### config.mk
export PLATFORM = sky130hd
export DESIGN_NAME = store_lane_align
export DESIGN_NICKNAME = d
export VERILOG_FILES = /design/src/rtl/store_lane_align.sv
export SDC_FILE = /design/constraint.sdc
export NUM_CORES = 1
export LEC_CHECK = 0
export CAP_MARGIN = 20
export CORE_ASPECT_RATIO = 1.75
export CORE_MARGIN = 2
export CORE_UTILIZATION = 40
export DETAILED_ROUTE_END_ITERATION = 10
export PLACE_DENSITY = 0.72
export SKIP_LAST_GASP = 1
export SLEW_MARGIN = 20
export SYNTH_ARGS = -nofsm -noshare
export SYNTH_HDL_FRONTEND = slang
export SYNTH_SLANG_ARGS = --single-unit
### constraint.sdc
create_clock -name clk -period 5.36 [get_ports clk]
set_clock_uncertainty 0.15 [all_clocks]
set_input_delay 1.072 -clock clk [delete_from_list [all_inputs] [get_ports clk]]
set_output_delay 1.072 -clock clk [all_outputs]
set_load 0.01 [all_outputs]
### src/rtl/store_lane_align.sv
// store_lane_align: MEM-stage store path. It narrows a register value to the
// addressed byte or halfword, replicates it across the 32-bit write word, and
// drives a single word-aligned memory beat with byte enables. Misaligned and
// reserved-size stores are trapped as a one-cycle error pulse and never
// reach the memory side.
module store_lane_align #(
  parameter bit BIG_ENDIAN = 1'b0,
  parameter int CNT_W      = 16
) (
  input  logic             clk,
  input  logic             reset,
  input  logic             req_valid,
  output logic             req_ready,
  input  logic [31:0]      req_addr,
  input  logic [31:0]      req_data,
  input  logic [1:0]       req_size,
  output logic             mem_valid,
  input  logic             mem_ready,
  output logic [31:0]      mem_addr,
  output logic [31:0]      mem_wdata,
  output logic [3:0]       mem_be,
  output logic             err_valid,
  output logic [31:0]      err_addr,
  output logic [CNT_W-1:0] store_count
);

  typedef enum logic [1:0] {IDLE, ISSUE, ERR} state_t;

  state_t      state_reg, state_next;
  logic        accept;
  logic        legal;
  logic [1:0]  byte_lane;
  logic        half_sel;
  logic [3:0]  be_byte;
  logic [3:0]  be_half;
  logic [3:0]  be_sel;
  logic [31:0] wdata_sel;

  assign accept = req_valid && req_ready;

  // Big-endian mirrors the lane order: byte address 0 lands in lane 3 and
  // the lower halfword address lands in the upper half of the word.
  assign byte_lane = BIG_ENDIAN ? (2'd3 - req_addr[1:0]) : req_addr[1:0];
  assign half_sel  = req_addr[1] ^ BIG_ENDIAN;

  // Per-lane enable decode for byte and halfword stores.
  generate
    for (genvar gi = 0; gi < 4; gi++) begin : g_lane
      assign be_byte[gi] = (byte_lane == 2'(gi));
      assign be_half[gi] = (half_sel == 1'(gi / 2));
    end
  endgenerate

  // Alignment check and lane selection for the incoming request.
  always_comb begin
    legal     = 1'b0;
    be_sel    = 4'hf;
    wdata_sel = req_data;
    case (req_size)
      2'b00: begin
        legal     = 1'b1;
        be_sel    = be_byte;
        wdata_sel = {4{req_data[7:0]}};
      end
      2'b01: begin
        legal     = ~req_addr[0];
        be_sel    = be_half;
        wdata_sel = {2{req_data[15:0]}};
      end
      2'b10: begin
        legal     = (req_addr[1:0] == 2'b00);
        be_sel    = 4'hf;
        wdata_sel = req_data;
      end
      default: begin
        legal     = 1'b0;
        be_sel    = 4'h0;
        wdata_sel = req_data;
      end
    endcase
  end

  // State register.
  always_ff @(posedge clk or posedge reset) begin
    if (reset) state_reg <= IDLE;
    else       state_reg <= state_next;
  end

  // Next-state and handshake outputs; the handshake flags come straight off
  // the state register so reset drops mem_valid immediately.
  always_comb begin
    state_next = state_reg;
    req_ready  = 1'b0;
    mem_valid  = 1'b0;
    err_valid  = 1'b0;
    case (state_reg)
      IDLE: begin
        req_ready = 1'b1;
        if (accept) state_next = legal ? ISSUE : ERR;
      end
      ISSUE: begin
        mem_valid = 1'b1;
        if (mem_ready) state_next = IDLE;
      end
      ERR: begin
        err_valid  = 1'b1;
        state_next = IDLE;
      end
      default: state_next = IDLE;
    endcase
  end

  // Beat and trap payload registers, captured on accept and held otherwise.
  always_ff @(posedge clk or posedge reset) begin
    if (reset) begin
      mem_addr  <= '0;
      mem_wdata <= '0;
      mem_be    <= '0;
      err_addr  <= '0;
    end else if (accept) begin
      if (legal) begin
        mem_addr  <= {req_addr[31:2], 2'b00};
        mem_wdata <= wdata_sel;
        mem_be    <= be_sel;
      end else begin
        mem_be    <= 4'h0;
        err_addr  <= req_addr;
      end
    end
  end

  // Completed-beat counter; wraps silently.
  always_ff @(posedge clk or posedge reset) begin
    if (reset)                                store_count <= '0;
    else if (state_reg == ISSUE && mem_ready) store_count <= store_count + 1'b1;
  end

endmodule

==> images/util_map.png <==
9 x 15 tiles, from white (low) to dark blue (high), 0 to 100% covered.
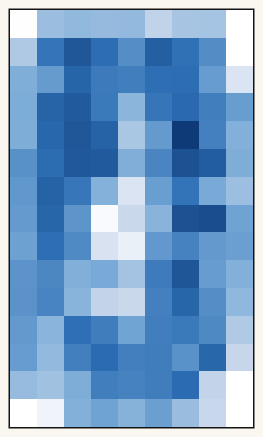
mean over tiles: 55%
nearly empty tiles: 4.4%
fullest tile: 96%
tiles over 75% full: 20%

==> images/placed.png <==
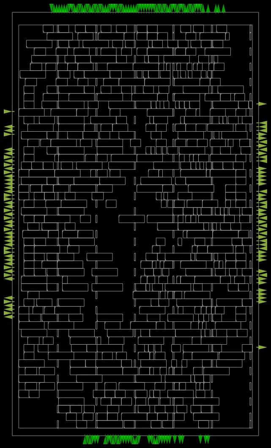
Well Taps: 165
Rows: 53
core region area: 12070 µm²
FFs & Latches: 116
fillers: 976

==> reports/results.tsv <==
stage	metric	value	unit
run_status	outcome	completed	
setup_path	cp.depth	5	
worst_hold_path	hold_depth	1	
global_route	grt.met1_usage	0.2097	
setup_path	worstSetupStartpointType	primary input	
power	p_int	2.511	mW
power	pg_seq	1.26	mW
setup_path	r2r_setup_slack	2.77	ns
synthesis	yosysChipArea	4967	µm²
final_timing	setup_ws	2.088	ns
setup_path	critical_path_class	in -> reg	
place	gp_congestion	0.7873	
synthesis	synth-edff-count	0	
clock_tree	cts_inserted_buffers	17	
layout	mostFrequentLayoutCell	clkdlybuf4s50_1	
layout	comb_cells	227	
clock_tree	tritoncts	built	
power	power.switching_fraction	0.2650	
power	seq_power_share	0.370	
final_timing	drv_slew	0	
Power and IR drop assume default switching activity.
